[src/rtl/sdram_host_responder_if.sv]
// rtl/sdram_host_responder_if.sv - host request/response bundle for the SDRAM responder
interface sdram_host_responder_if;
    logic [23:0] wr_addr;
    logic [15:0] wr_data;
    logic        wr_enable;
    logic [23:0] rd_addr;
    logic        rd_enable;
    logic [15:0] rd_data;
    logic        rd_ready;
    logic        busy;
    logic        req_drop;

    modport master (
        output wr_addr, wr_data, wr_enable, rd_addr, rd_enable,
        input  rd_data, rd_ready, busy, req_drop
    );

    modport slave (
        input  wr_addr, wr_data, wr_enable, rd_addr, rd_enable,
        output rd_data, rd_ready, busy, req_drop
    );
endinterface

[src/rtl/sdram_host_responder.sv]
// rtl/sdram_host_responder.sv - host-side responder modelling SDRAM write/read/refresh timing
module sdram_host_responder #(
    parameter int ADDR_BITS      = 8,
    parameter int WR_LATENCY     = 2,
    parameter int RD_LATENCY     = 3,
    parameter int REFRESH_PERIOD = 64,
    parameter int REFRESH_CYCLES = 4
) (
    input  logic                  clk,
    input  logic                  rst_n,
    sdram_host_responder_if.slave bus
);
    localparam int DEPTH = 2 ** ADDR_BITS;
    localparam int RBITS = $clog2(REFRESH_PERIOD);
    localparam logic [3:0] WR_INIT  = 4'(WR_LATENCY - 1);
    localparam logic [3:0] RD_INIT  = 4'(RD_LATENCY - 1);
    localparam logic [3:0] REF_INIT = 4'(REFRESH_CYCLES - 1);

    typedef enum logic [1:0] {IDLE, WRITE, READ, REFRESH} state_t;

    state_t               state, state_nx;
    logic [3:0]           op_cnt, op_cnt_nx;
    logic                 pending, pending_nx;
    logic [RBITS-1:0]     ref_cnt;
    logic [ADDR_BITS-1:0] raddr;
    logic                 rd_ready_q, ready_nx;
    logic [15:0]          rd_data_q, rd_word;
    logic                 drop_q, drop_nx;
    logic                 busy_int, accept, acc_wr, acc_rd, wrap, refresh_due;

    logic [15:0] mem [DEPTH] = '{default: 16'h0000};

    // High address bits alias onto the decoded range by design.
    logic unused_addr_bits;
    assign unused_addr_bits = ^{bus.wr_addr[23:ADDR_BITS], bus.rd_addr[23:ADDR_BITS]};

    assign busy_int    = (state != IDLE) || pending;
    assign accept      = !busy_int;
    assign acc_wr      = accept && bus.wr_enable;
    assign acc_rd      = accept && bus.rd_enable && !bus.wr_enable;
    assign wrap        = (ref_cnt == RBITS'(REFRESH_PERIOD - 1));
    assign refresh_due = pending || wrap;
    assign drop_nx     = (busy_int && (bus.wr_enable || bus.rd_enable)) ||
                         (acc_wr && bus.rd_enable);
    assign rd_word     = (state == IDLE) ? mem[bus.rd_addr[ADDR_BITS-1:0]] : mem[raddr];

    assign bus.busy     = busy_int;
    assign bus.rd_ready = rd_ready_q;
    assign bus.rd_data  = rd_data_q;
    assign bus.req_drop = drop_q;

    // A wrap seen while idle goes straight to REFRESH so the refresh window
    // is exactly REFRESH_CYCLES long; operations chain into REFRESH likewise.
    always_comb begin
        state_nx   = state;
        op_cnt_nx  = op_cnt;
        pending_nx = pending || wrap;
        ready_nx   = 1'b0;
        case (state)
            IDLE: begin
                if (acc_wr) begin
                    state_nx  = WRITE;
                    op_cnt_nx = WR_INIT;
                end else if (acc_rd) begin
                    state_nx  = READ;
                    op_cnt_nx = RD_INIT;
                    ready_nx  = (RD_LATENCY == 1);
                end else if (refresh_due) begin
                    state_nx   = REFRESH;
                    op_cnt_nx  = REF_INIT;
                    pending_nx = 1'b0;
                end
            end
            default: begin
                if (state == READ && op_cnt == 4'd1)
                    ready_nx = 1'b1;
                if (op_cnt == 4'd0) begin
                    if (refresh_due) begin
                        state_nx   = REFRESH;
                        op_cnt_nx  = REF_INIT;
                        pending_nx = 1'b0;
                    end else begin
                        state_nx = IDLE;
                    end
                end else begin
                    op_cnt_nx = op_cnt - 4'd1;
                end
            end
        endcase
    end

    always_ff @(posedge clk) begin
        if (!rst_n) begin
            state      <= IDLE;
            op_cnt     <= 4'd0;
            pending    <= 1'b0;
            ref_cnt    <= '0;
            raddr      <= '0;
            rd_ready_q <= 1'b0;
            rd_data_q  <= 16'h0000;
            drop_q     <= 1'b0;
        end else begin
            state      <= state_nx;
            op_cnt     <= op_cnt_nx;
            pending    <= pending_nx;
            ref_cnt    <= wrap ? '0 : ref_cnt + RBITS'(1);
            rd_ready_q <= ready_nx;
            drop_q     <= drop_nx;
            if (acc_rd)
                raddr <= bus.rd_addr[ADDR_BITS-1:0];
            if (ready_nx)
                rd_data_q <= rd_word;
        end
    end

    // Storage survives reset; only accepted writes outside reset commit.
    always_ff @(posedge clk) begin
        if (rst_n && acc_wr)
            mem[bus.wr_addr[ADDR_BITS-1:0]] <= bus.wr_data;
    end
endmodule

[src/flat_wrapper.sv]
// flat-port wrapper written by rule: the top's interface ports become plain ports
module sdram_host_responder_flat 
#(
    parameter int ADDR_BITS      = 8,
    parameter int WR_LATENCY     = 2,
    parameter int RD_LATENCY     = 3,
    parameter int REFRESH_PERIOD = 64,
    parameter int REFRESH_CYCLES = 4
)
  (clk, rst_n, bus_wr_addr, bus_wr_data, bus_wr_enable, bus_rd_addr, bus_rd_enable, bus_rd_data, bus_rd_ready, bus_busy, bus_req_drop);
  sdram_host_responder_if bus_i ();
  input  logic clk;
  input  logic rst_n;
  input wire logic [$bits(bus_i.wr_addr)-1:0] bus_wr_addr;
  input wire logic [$bits(bus_i.wr_data)-1:0] bus_wr_data;
  input wire logic [$bits(bus_i.wr_enable)-1:0] bus_wr_enable;
  input wire logic [$bits(bus_i.rd_addr)-1:0] bus_rd_addr;
  input wire logic [$bits(bus_i.rd_enable)-1:0] bus_rd_enable;
  output wire logic [$bits(bus_i.rd_data)-1:0] bus_rd_data;
  output wire logic [$bits(bus_i.rd_ready)-1:0] bus_rd_ready;
  output wire logic [$bits(bus_i.busy)-1:0] bus_busy;
  output wire logic [$bits(bus_i.req_drop)-1:0] bus_req_drop;
  assign bus_i.wr_addr = bus_wr_addr;
  assign bus_i.wr_data = bus_wr_data;
  assign bus_i.wr_enable = bus_wr_enable;
  assign bus_i.rd_addr = bus_rd_addr;
  assign bus_i.rd_enable = bus_rd_enable;
  assign bus_rd_data = bus_i.rd_data;
  assign bus_rd_ready = bus_i.rd_ready;
  assign bus_busy = bus_i.busy;
  assign bus_req_drop = bus_i.req_drop;
  sdram_host_responder #(.ADDR_BITS(ADDR_BITS), .WR_LATENCY(WR_LATENCY), .RD_LATENCY(RD_LATENCY), .REFRESH_PERIOD(REFRESH_PERIOD), .REFRESH_CYCLES(REFRESH_CYCLES)) u_core (.clk(clk), .rst_n(rst_n), .bus(bus_i));
endmodule
[config.mk]
export PLATFORM = sky130hd
export DESIGN_NAME = sdram_host_responder_flat
export DESIGN_NICKNAME = d
export VERILOG_FILES = /design/src/rtl/sdram_host_responder_if.sv /design/src/rtl/sdram_host_responder.sv /design/src/flat_wrapper.sv
export SDC_FILE = /design/constraint.sdc
export NUM_CORES = 2
export LEC_CHECK = 0
export CAP_MARGIN = 10
export CORE_UTILIZATION = 45
export CTS_BUF_LIST = sky130_fd_sc_hd__clkbuf_8
export CTS_CLUSTER_SIZE = 40
export DETAILED_ROUTE_END_ITERATION = 16
export SETUP_SLACK_MARGIN = 0.4
export SYNTH_ARGS = -nofsm -noshare
export SYNTH_HDL_FRONTEND = slang
export SYNTH_SLANG_ARGS = --single-unit
[constraint.sdc]
create_clock -name clk -period 2.86 [get_ports clk]
set_input_delay 0.858 -clock clk [delete_from_list [all_inputs] [get_ports clk]]
set_output_delay 0.858 -clock clk [all_outputs]
set_load 0.03 [all_outputs]
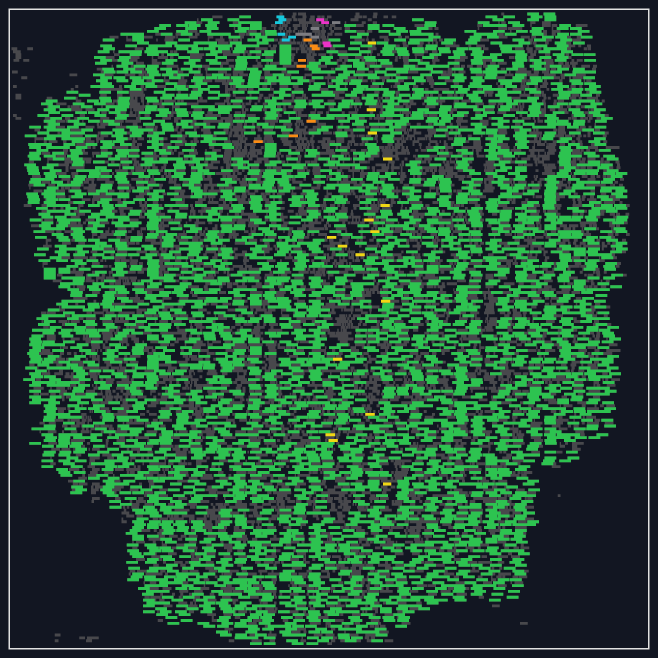
(images/flops_by_reg.png)
- `u_core.bus.rd_data`: yellow (flops 16)
- `u_core.ref_cnt`: cyan (flops 6; where top middle)
- `u_core.raddr`: orange (flops 8; where top middle)
- `u_core.mem`: green (flops 4,096; where widely spread)
- `u_core.op_cnt`: magenta (flops 4; where top middle)
- not colored: 5
sequential-cell power consumption: 66,700 uW
FF+latch area: 124,000 um^2

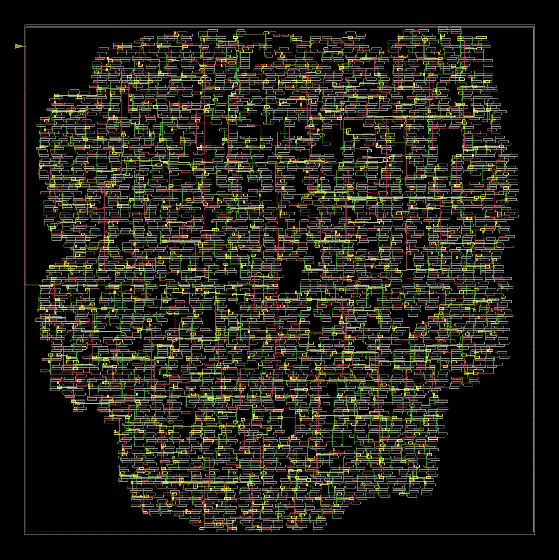
(images/clocks.png)
number of clock buffers in the layout: 671
clk pwr: 47,100 uW
clock buffer count from CTS: 659

==> out/metrics.json <==
{
  "critical_path.most_common_cell": {"value": "sky130_fd_sc_hd__buf_12"},
  "cts.sinks": {"value": 4135},
  "dr.first_iter.drc_count": {"value": 10200},
  "finalHoldViolations": {"value": 0},
  "final_cell_mix": {"value": "sky130_fd_sc_hd__edfxtp_1, sky130_fd_sc_hd__buf_4, sky130_fd_sc_hd__mux4_2"},
  "worst_setup_slack_after_layout": {"value": -0.488, "unit": "ns"},
  "yosys-stat-cells": {"value": 7472},
  "cts.htree.levels": {"value": 6},
  "hold_ws": {"value": 0.108, "unit": "ns"},
  "slew-limit-headroom": {"value": 43.3, "unit": "%"},
  "globalRouteMet1Util": {"value": 35.0, "unit": "%"},
  "seq_area_frac_synth": {"value": 77.4, "unit": "%"},
  "final.setup.tns": {"value": -3.95, "unit": "ns"},
  "drtAntennaViolNets": {"value": 0},
  "worst_setup_slack_after_placement": {"value": -1.70, "unit": "ns"},
  "nWellTaps": {"value": 4730},
  "post_place_cells": {"value": 13100},
  "synthDominantAreaCellType": {"value": "sky130_fd_sc_hd__edfxtp_1"},
  "xor_xnor_share_of_the_synthesized_area": {"value": 0.0274, "unit": "%"},
  "n_fill_cell": {"value": 26500},
  "finalSetupViolCount": {"value": 17},
  "worst_setup_hold_path_clk_slew": {"value": 0.07, "unit": "ns"},
  "post_route_cells_drive_above_1_share": {"value": 36.4, "unit": "%"},
  "post_synth_num_cell_types": {"value": 76},
  "dieArea": {"value": 358000, "unit": "um^2"},
  "upper_clock_frequency_limit": {"value": 0.299, "unit": "GHz"},
  "groute.layer.met3.usage": {"value": 4.86, "unit": "%"},
  "fin_crit_sh": {"value": 117, "unit": "%"},
  "grt.met2_usage": {"value": 40.6, "unit": "%"},
  "cts_tree": {"value": "built"},
  "final_max_slew_viol_count": {"value": 0},
  "maxCapViolCount": {"value": 0},
  "r2r_end": {"value": "u_core.bus.rd_data[10]"},
  "num-nonclk-buffers": {"value": 1490},
  "avgSynthCellArea": {"value": 21.4, "unit": "um^2"},
  "setup.worst_path.class": {"value": "register to register"},
  "synth.mux.area_fraction": {"value": 14.8, "unit": "%"},
  "antenna_found_initial": {"value": 19},
  "synthTopLogicFamily": {"value": "multiplexers"},
  "yosysTopAreaCellShare": {"value": 76.9, "unit": "%"},
  "timing.reg2reg.worst_path_depth": {"value": 14},
  "fa_ha_area_share": {"value": 0.0235, "unit": "%"},
  "stage_log_warnings": {"value": 64},
  "critPathRequiredTime": {"value": 4.02, "unit": "ns"},
  "worstPathCellList": {"value": "buf_12 > buf_12 > buf_12 > buf_16 > buf_12 > mux4_2 > mux2i_1 > nand2_1 > o211ai_1 > buf_4 > a2111oi_4 > buf_4 > nand4_1 > nand3_1"},
  "failed_checks": {"value": "negative setup slack"},
  "critPathCaptureType": {"value": "register"},
  "worst_hold_path.endpoint": {"value": "u_core.mem[31][12]"},
  "postRouteWirelength": {"value": 462000, "unit": "um"},
  "number_of_global_route_vias_before_repair": {"value": 85800},
  "cts_root_buffer": {"value": "sky130_fd_sc_hd__clkbuf_8"},
  "synthesis.instances": {"value": 7472},
  "worst_clock_skew": {"value": 0.0648, "unit": "ns"},
  "yosys_aoi_share": {"value": 3.55, "unit": "%"},
  "number_of_i_o_pins": {"value": 87},
  "dominant_cells": {"value": "flip-flops and latches"},
  "number_of_rows_in_the_core_area": {"value": 218},
  "ys.flops": {"value": 4135},
  "detail_route.first_pass.iterations": {"value": 6},
  "critical_path_buf_inv_count": {"value": 7},
  "run_status": {"value": "finished with violations"},
  "topCellsByArea": {"value": "sky130_fd_sc_hd__edfxtp_1, sky130_fd_sc_hd__mux4_2, sky130_fd_sc_hd__mux2i_1"},
  "number_of_buffers_inserted_by_port_buffering": {"value": 54},
  "insertion_delay": {"value": 1.25, "unit": "ns"},
  "seq_share": {"value": 63.2, "unit": "%"},
  "dr_wl_cell": {"value": 32.0, "unit": "um"},
  "vias_per_cell": {"value": 5.90}
}
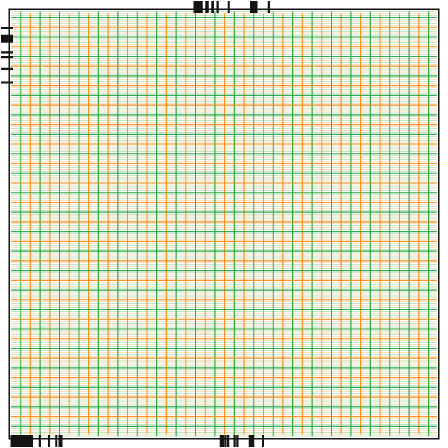
(images/power_grid.png)
Pins as bars on the die edge.
- VDD: orange
- VSS: green
- signal pins: 87
- met4 straps: 43
- met5 straps: 43
- rows: 218
- met1 rails: 219
core region area: 353,000 um^2
die boundary height: 598 um
peak supply drop: 0.000571 V
horizontal extent of the die: 598 um

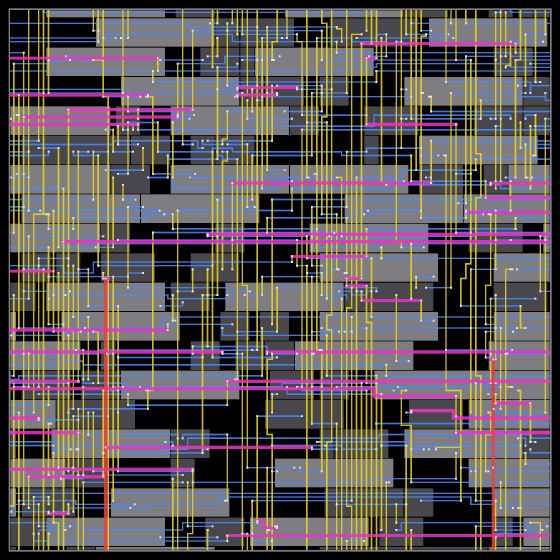
(images/detail.png)
Window x 125 to 175, y 424 to 474 um. Cells in gray, sequential cells in the stronger gray; small squares are vias.
- metal 3: magenta
- metal 2: yellow
- metal 4: red
- metal 1: blue
- sequential cells in the window: 36
- cells with their middle in the window: 94
- most frequent: edfxtp_1 (36), mux2i_1 (13), buf_4 (12)
- netlist names of flops here include: `u_core.mem` (36)

## registers in the layout, summed over array words and instances, names as in the netlist
signal               cells
u_core.op_cnt            4
u_core.bus.rd_data      16
u_core.mem            4096
u_core.state             2
u_core.bus.req_drop      1
u_core.raddr             8
u_core.bus.rd_ready      1
u_core.pending           1
u_core.ref_cnt           6
## timing repair
item / 4_1_cts / 5_1_grt
gates resized: 691 / 168
gates cloned: 18 / 1
endpoints found under the hold margin: 76 / 0
setup buffers: 112 / 25
pin swaps: 96 / 53
hold buffers: 5 / 0
setup endpoints to repair: 1168 / 272
## kinds of logic after synthesis
group,Yosys count
AND-OR/OR-AND,807
XOR/XNOR,5
adder cells (fa/ha/maj),3
buffers and inverters,442
flip-flops,4135
multiplexers,1328
AND/OR/NAND/NOR,752
## Yosys cell counts, types with 25 or more instances
cell                        count
sky130_fd_sc_hd__a21oi_1      105
sky130_fd_sc_hd__buf_6         69
sky130_fd_sc_hd__buf_2        106
sky130_fd_sc_hd__a22o_1        31
sky130_fd_sc_hd__clkbuf_1     114
sky130_fd_sc_hd__o21ai_0       71
sky130_fd_sc_hd__a22oi_1      122
sky130_fd_sc_hd__a2111oi_0     42
sky130_fd_sc_hd__buf_8         50
sky130_fd_sc_hd__nand3_1       56
sky130_fd_sc_hd__mux4_1        91
sky130_fd_sc_hd__mux4_2       707
sky130_fd_sc_hd__o221ai_1      73
sky130_fd_sc_hd__a211oi_1      68
sky130_fd_sc_hd__nand4_1       26
sky130_fd_sc_hd__o22ai_1      188
sky130_fd_sc_hd__dfxtp_1       39
sky130_fd_sc_hd__nand2_1      209
sky130_fd_sc_hd__mux2i_1      518
sky130_fd_sc_hd__a221oi_1      25
sky130_fd_sc_hd__nor2_1       310
sky130_fd_sc_hd__edfxtp_1    4096
sky130_fd_sc_hd__nor3_1        49
sky130_fd_sc_hd__buf_4         56
## per-layer routing
layer  vias to the layer above  wire, um
met3                       740     38400
met5                         -        23
li1                      35200         -
met2                      4013    219000
met1                     45400    184000
met4                         4     20800
## how the worst max path moves through the flow
stage | start | end | slack (ns) | cells after the start
6_report | u_core.raddr[1] | u_core.bus.rd_data[10] | -0.49 | 14
5_1_grt | u_core.raddr[0] | u_core.bus.rd_data[5] | -0.41 | 14
4_1_cts | u_core.raddr[1] | u_core.bus.rd_data[10] | -0.39 | 14
3_5_place_dp | u_core.raddr[0] | u_core.bus.rd_data[5] | -1.70 | 13
3_3_place_gp | u_core.raddr[0] | u_core.bus.rd_data[5] | -1.93 | 12
2_1_floorplan | bus_wr_enable | u_core.mem[215][0] | 0.12 | 7
## through the flow
stage | area, um^2 | utilization, % | total power [uW]
3_3_place_gp | 179000 | 50.7 | 76000
2_1_floorplan | 160000 | - | 71700
4_1_cts | 195000 | 55.2 | 124000
5_1_grt | 196000 | 55.5 | 127000
6_report | 196000 | 55.5 | 123000
3_5_place_dp | 179000 | 50.7 | 76100
## power by group
part	switching (uW)	internal, uW	total (uW)	leakage, uW
logic	5400	3790	9190	0.0183
registers	69.1	66600	66700	0.0371
clock network	23500	23500	47100	0.00693
total	29000	94000	123000	0.0623
Power and IR drop assume default switching activity.
